===== config.mk =====
export PLATFORM = sky130hd
export DESIGN_NAME = divider_17_9bit_flat
export DESIGN_NICKNAME = d
export VERILOG_FILES = /design/src/rtl/divider_17_9bit_pkg.sv /design/src/rtl/divider_17_9bit_if.sv /design/src/rtl/N_bit_adder.sv /design/src/rtl/divider_17_9bit.sv /design/src/flat_wrapper.sv
export SDC_FILE = /design/constraint.sdc
export NUM_CORES = 1
export LEC_CHECK = 0
export ABC_AREA = 1
export CAP_MARGIN = 20
export CORE_ASPECT_RATIO = 1.1
export CORE_MARGIN = 1
export CORE_UTILIZATION = 50
export DETAILED_ROUTE_END_ITERATION = 6
export PLACE_DENSITY = 0.75
export SLEW_MARGIN = 20
export SYNTH_ARGS = -nofsm -noshare
export SYNTH_HDL_FRONTEND = slang
export SYNTH_SLANG_ARGS = --single-unit

===== constraint.sdc =====
create_clock -name clk -period 1.83 [get_ports clk]
set_input_delay 0.366 -clock clk [delete_from_list [all_inputs] [get_ports clk]]
set_output_delay 0.366 -clock clk [all_outputs]
set_load 0.01 [all_outputs]

===== src/rtl/divider_17_9bit_pkg.sv =====
// Shared widths, FSM encodings and result payload for the 17/9-bit signed divider.
package divider_17_9bit_pkg;

    localparam int unsigned DIV_N = 17;           // dividend / quotient width
    localparam int unsigned DIV_M = 9;            // divisor / remainder width
    localparam int unsigned DIV_R = DIV_M + 1;    // trial-subtraction width
    localparam int unsigned CNT_W = $clog2(DIV_N);

    localparam logic [1:0] IDLE = 2'b00;
    localparam logic [1:0] DIV  = 2'b01;
    localparam logic [1:0] FIX  = 2'b10;

    // Saturation limits used for divide-by-zero and the single overflow case
    localparam logic [DIV_N-1:0] SAT_POS = {1'b0, {(DIV_N-1){1'b1}}};
    localparam logic [DIV_N-1:0] SAT_NEG = ~SAT_POS;

    typedef struct packed {
        logic [DIV_N-1:0] quotient;
        logic [DIV_M-1:0] remainder;
        logic             div_by_zero;
        logic             overflow;
    } div_result_t;

    // Two's-complement negation at dividend width
    function automatic logic [DIV_N-1:0] neg_n(input logic [DIV_N-1:0] x);
        return ~x + DIV_N'(1);
    endfunction

    // Two's-complement negation at divisor width
    function automatic logic [DIV_M-1:0] neg_m(input logic [DIV_M-1:0] x);
        return ~x + DIV_M'(1);
    endfunction

endpackage


===== src/rtl/divider_17_9bit_if.sv =====
// start/data_valid handshake bus between a requester and the divider.
interface divider_17_9bit_if;
    import divider_17_9bit_pkg::*;

    logic             start;
    logic [DIV_N-1:0] in_0;
    logic [DIV_M-1:0] in_1;
    logic             busy;
    logic             data_valid;
    logic [DIV_N-1:0] quotient;
    logic [DIV_M-1:0] remainder;
    logic             div_by_zero;
    logic             overflow;

    modport master (
        output start, in_0, in_1,
        input  busy, data_valid, quotient, remainder, div_by_zero, overflow
    );

    modport slave (
        input  start, in_0, in_1,
        output busy, data_valid, quotient, remainder, div_by_zero, overflow
    );

endinterface


===== src/rtl/N_bit_adder.sv =====
// Plain N-bit wrap-around adder; carry out is not needed by its users.
module N_bit_adder #(
    parameter int unsigned N = 8
) (
    input  logic [N-1:0] a_i,
    input  logic [N-1:0] b_i,
    output logic [N-1:0] sum_o
);

    assign sum_o = a_i + b_i;

endmodule


===== src/rtl/divider_17_9bit.sv =====
// Sequential signed restoring divider: 17-bit dividend / 9-bit divisor,
// one quotient bit per clock, fixed N+1 cycle latency after start.
module divider_17_9bit
    import divider_17_9bit_pkg::*;
(
    input  logic                clk,
    input  logic                reset,
    divider_17_9bit_if.slave    bus
);

    logic [1:0]       state_q,   state_d;
    logic [CNT_W-1:0] cnt_q,     cnt_d;
    // Dividend magnitude; MSBs shift out into the remainder while quotient bits shift in
    logic [DIV_N-1:0] dvd_q,     dvd_d;
    // Partial remainder is always below |divisor| <= 256, so M bits hold it between steps
    logic [DIV_M-1:0] rem_q,     rem_d;
    logic [DIV_R-1:0] neg_dvs_q, neg_dvs_d;
    logic             sign_a_q,  sign_a_d;
    logic             sign_b_q,  sign_b_d;
    logic             busy_q,    busy_d;
    logic             valid_q,   valid_d;
    div_result_t      res_q,     res_d;

    logic [DIV_R-1:0] rem_shift_c;
    logic [DIV_R-1:0] diff_c;
    logic [DIV_M-1:0] dvs_mag_c;
    logic             dvs_zero_c;
    logic             q_neg_c;
    logic             ovf_c;

    assign rem_shift_c = {rem_q, dvd_q[DIV_N-1]};
    assign dvs_mag_c   = bus.in_1[DIV_M-1] ? neg_m(bus.in_1) : bus.in_1;
    // The negated magnitude is zero exactly when the divisor is zero
    assign dvs_zero_c  = (neg_dvs_q == '0);
    assign q_neg_c     = sign_a_q ^ sign_b_q;
    // Only -2^(N-1) / -1 yields a magnitude of 2^(N-1) with a positive sign
    assign ovf_c       = !dvs_zero_c && dvd_q[DIV_N-1] && !q_neg_c;

    // Trial subtraction: shifted remainder plus negated divisor magnitude
    N_bit_adder #(.N(DIV_R)) u_trial (
        .a_i   (rem_shift_c),
        .b_i   (neg_dvs_q),
        .sum_o (diff_c)
    );

    // Next-state and datapath control
    always_comb begin
        state_d   = state_q;
        cnt_d     = cnt_q;
        dvd_d     = dvd_q;
        rem_d     = rem_q;
        neg_dvs_d = neg_dvs_q;
        sign_a_d  = sign_a_q;
        sign_b_d  = sign_b_q;
        busy_d    = busy_q;
        valid_d   = 1'b0;
        res_d     = res_q;

        case (state_q)
            IDLE: begin
                if (bus.start) begin
                    dvd_d     = bus.in_0[DIV_N-1] ? neg_n(bus.in_0) : bus.in_0;
                    neg_dvs_d = ~{1'b0, dvs_mag_c} + DIV_R'(1);
                    sign_a_d  = bus.in_0[DIV_N-1];
                    sign_b_d  = bus.in_1[DIV_M-1];
                    rem_d     = '0;
                    cnt_d     = '0;
                    busy_d    = 1'b1;
                    state_d   = DIV;
                end
            end

            DIV: begin
                if (!diff_c[DIV_R-1]) begin
                    rem_d = diff_c[DIV_M-1:0];
                    dvd_d = {dvd_q[DIV_N-2:0], 1'b1};
                end else begin
                    rem_d = rem_shift_c[DIV_M-1:0];
                    dvd_d = {dvd_q[DIV_N-2:0], 1'b0};
                end
                cnt_d = cnt_q + CNT_W'(1);
                if (cnt_q == CNT_W'(DIV_N - 1)) begin
                    state_d = FIX;
                end
            end

            FIX: begin
                if (dvs_zero_c) begin
                    res_d.quotient    = sign_a_q ? SAT_NEG : SAT_POS;
                    res_d.remainder   = '0;
                    res_d.div_by_zero = 1'b1;
                    res_d.overflow    = 1'b0;
                end else if (ovf_c) begin
                    res_d.quotient    = SAT_POS;
                    res_d.remainder   = '0;
                    res_d.div_by_zero = 1'b0;
                    res_d.overflow    = 1'b1;
                end else begin
                    res_d.quotient    = q_neg_c  ? neg_n(dvd_q) : dvd_q;
                    res_d.remainder   = sign_a_q ? neg_m(rem_q) : rem_q;
                    res_d.div_by_zero = 1'b0;
                    res_d.overflow    = 1'b0;
                end
                valid_d = 1'b1;
                busy_d  = 1'b0;
                state_d = IDLE;
            end

            default: begin
                busy_d  = 1'b0;
                state_d = IDLE;
            end
        endcase
    end

    // State and output registers with synchronous reset
    always_ff @(posedge clk) begin
        if (reset) begin
            state_q   <= IDLE;
            cnt_q     <= '0;
            dvd_q     <= '0;
            rem_q     <= '0;
            neg_dvs_q <= '0;
            sign_a_q  <= 1'b0;
            sign_b_q  <= 1'b0;
            busy_q    <= 1'b0;
            valid_q   <= 1'b0;
            res_q     <= '0;
        end else begin
            state_q   <= state_d;
            cnt_q     <= cnt_d;
            dvd_q     <= dvd_d;
            rem_q     <= rem_d;
            neg_dvs_q <= neg_dvs_d;
            sign_a_q  <= sign_a_d;
            sign_b_q  <= sign_b_d;
            busy_q    <= busy_d;
            valid_q   <= valid_d;
            res_q     <= res_d;
        end
    end

    assign bus.busy        = busy_q;
    assign bus.data_valid  = valid_q;
    assign bus.quotient    = res_q.quotient;
    assign bus.remainder   = res_q.remainder;
    assign bus.div_by_zero = res_q.div_by_zero;
    assign bus.overflow    = res_q.overflow;

endmodule


===== src/flat_wrapper.sv =====
// flat-port wrapper written by rule: the top's interface ports become plain ports
module divider_17_9bit_flat import divider_17_9bit_pkg::*;
  (clk, reset, bus_start, bus_in_0, bus_in_1, bus_busy, bus_data_valid, bus_quotient, bus_remainder, bus_div_by_zero, bus_overflow);
  divider_17_9bit_if bus_i ();
  input  logic clk;
  input  logic reset;
  input wire logic [$bits(bus_i.start)-1:0] bus_start;
  input wire logic [$bits(bus_i.in_0)-1:0] bus_in_0;
  input wire logic [$bits(bus_i.in_1)-1:0] bus_in_1;
  output wire logic [$bits(bus_i.busy)-1:0] bus_busy;
  output wire logic [$bits(bus_i.data_valid)-1:0] bus_data_valid;
  output wire logic [$bits(bus_i.quotient)-1:0] bus_quotient;
  output wire logic [$bits(bus_i.remainder)-1:0] bus_remainder;
  output wire logic [$bits(bus_i.div_by_zero)-1:0] bus_div_by_zero;
  output wire logic [$bits(bus_i.overflow)-1:0] bus_overflow;
  assign bus_i.start = bus_start;
  assign bus_i.in_0 = bus_in_0;
  assign bus_i.in_1 = bus_in_1;
  assign bus_busy = bus_i.busy;
  assign bus_data_valid = bus_i.data_valid;
  assign bus_quotient = bus_i.quotient;
  assign bus_remainder = bus_i.remainder;
  assign bus_div_by_zero = bus_i.div_by_zero;
  assign bus_overflow = bus_i.overflow;
  divider_17_9bit u_core (.clk(clk), .reset(reset), .bus(bus_i));
endmodule

==> results.txt <==
Top Layout Cells = nand2_1 (201), inv_1 (87), nand3_1 (87)
Antenna violations before repair = 0
Worst setup SP type = flop
Die width = 97.7 microns
Drt drc = 12
Adder Share, Synth = 4.12%
CTS H-tree depth = 3
FFs w/ async S/R, synth = 0%
PnR worst setup slack = 0.00505 ns
Sink Count = 75
Cells in synth_stat.txt = 779
FF-to-FF setup slack = 0.005 ns
Logic area = 3240 sq um
DR pass1 iterations = 7
R2R Path End = u_core.rem_q[5]
Post-synth top flop = dfxtp_1
Chip height = 107 microns
EDFF count, synth = 0
Tool warning count = 28
Die Size = 10500 sq um
Final Wtd Congestion = 0.897
Ys flops = 75
Status = finished with violations
Violated checks = design-rule violations
Reg-to-Reg Start = u_core.neg_dvs_q[3]
Mux share = 0%
Yosys cell counts, types with 12 or more instances:
library cell | number | area [sq um]
inv_1 | 88 | 330
a31oi_1 | 12 | 75.1
nand4_1 | 12 | 75.1
clkbuf_1 | 12 | 45.0
nand3_1 | 90 | 450
o21ai_0 | 38 | 190
nor2_1 | 58 | 218
dfxtp_1 | 75 | 1500
nand2_1 | 209 | 785
ha_1 | 15 | 188
xor2_1 | 12 | 105
a21oi_2 | 12 | 105
a21oi_1 | 53 | 265
metal layers:
layer  vias to the layer above  part of all wire (%)
met2                       134                    48
li1                       2790                     -
met1                      2460                    47
met3                        17                   3.9
met4                         0                   1.5
met5                         -                     0
Figure 1. Cell classes on the final placement.
Bar = 20 microns.
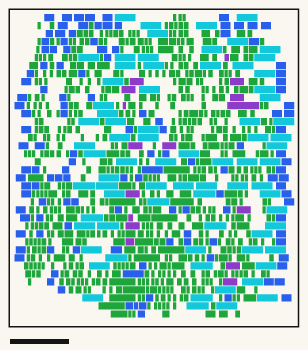
| color | class | cells | share of their area |
|---|---|---|---|
| green | all other logic | 678 | 56% |
| purple | clock drivers and dummy loads | 16 | 3.2% |
| cyan | flops | 75 | 23% |
| blue | other buffers and delay cells | 128 | 17% |

Figure 2. Register map, names as in the netlist.
Bar = 20 microns. Other sequential cells in the stronger gray, the rest of the logic in the fainter gray.
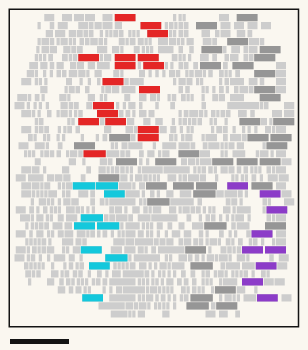
| color | netlist name | sequential cells |
|---|---|---|
| cyan | `u_core.neg_dvs_q` | 10 |
| red | `u_core.dvd_q` | 17 |
| purple | `u_core.bus.remainder` | 9 |
not colored: 39
FF+latch area: 1520 sq um
final core utilization: 67.2%
Seq power: 0.00181 W

Power is estimated from default activity; no workload was simulated.
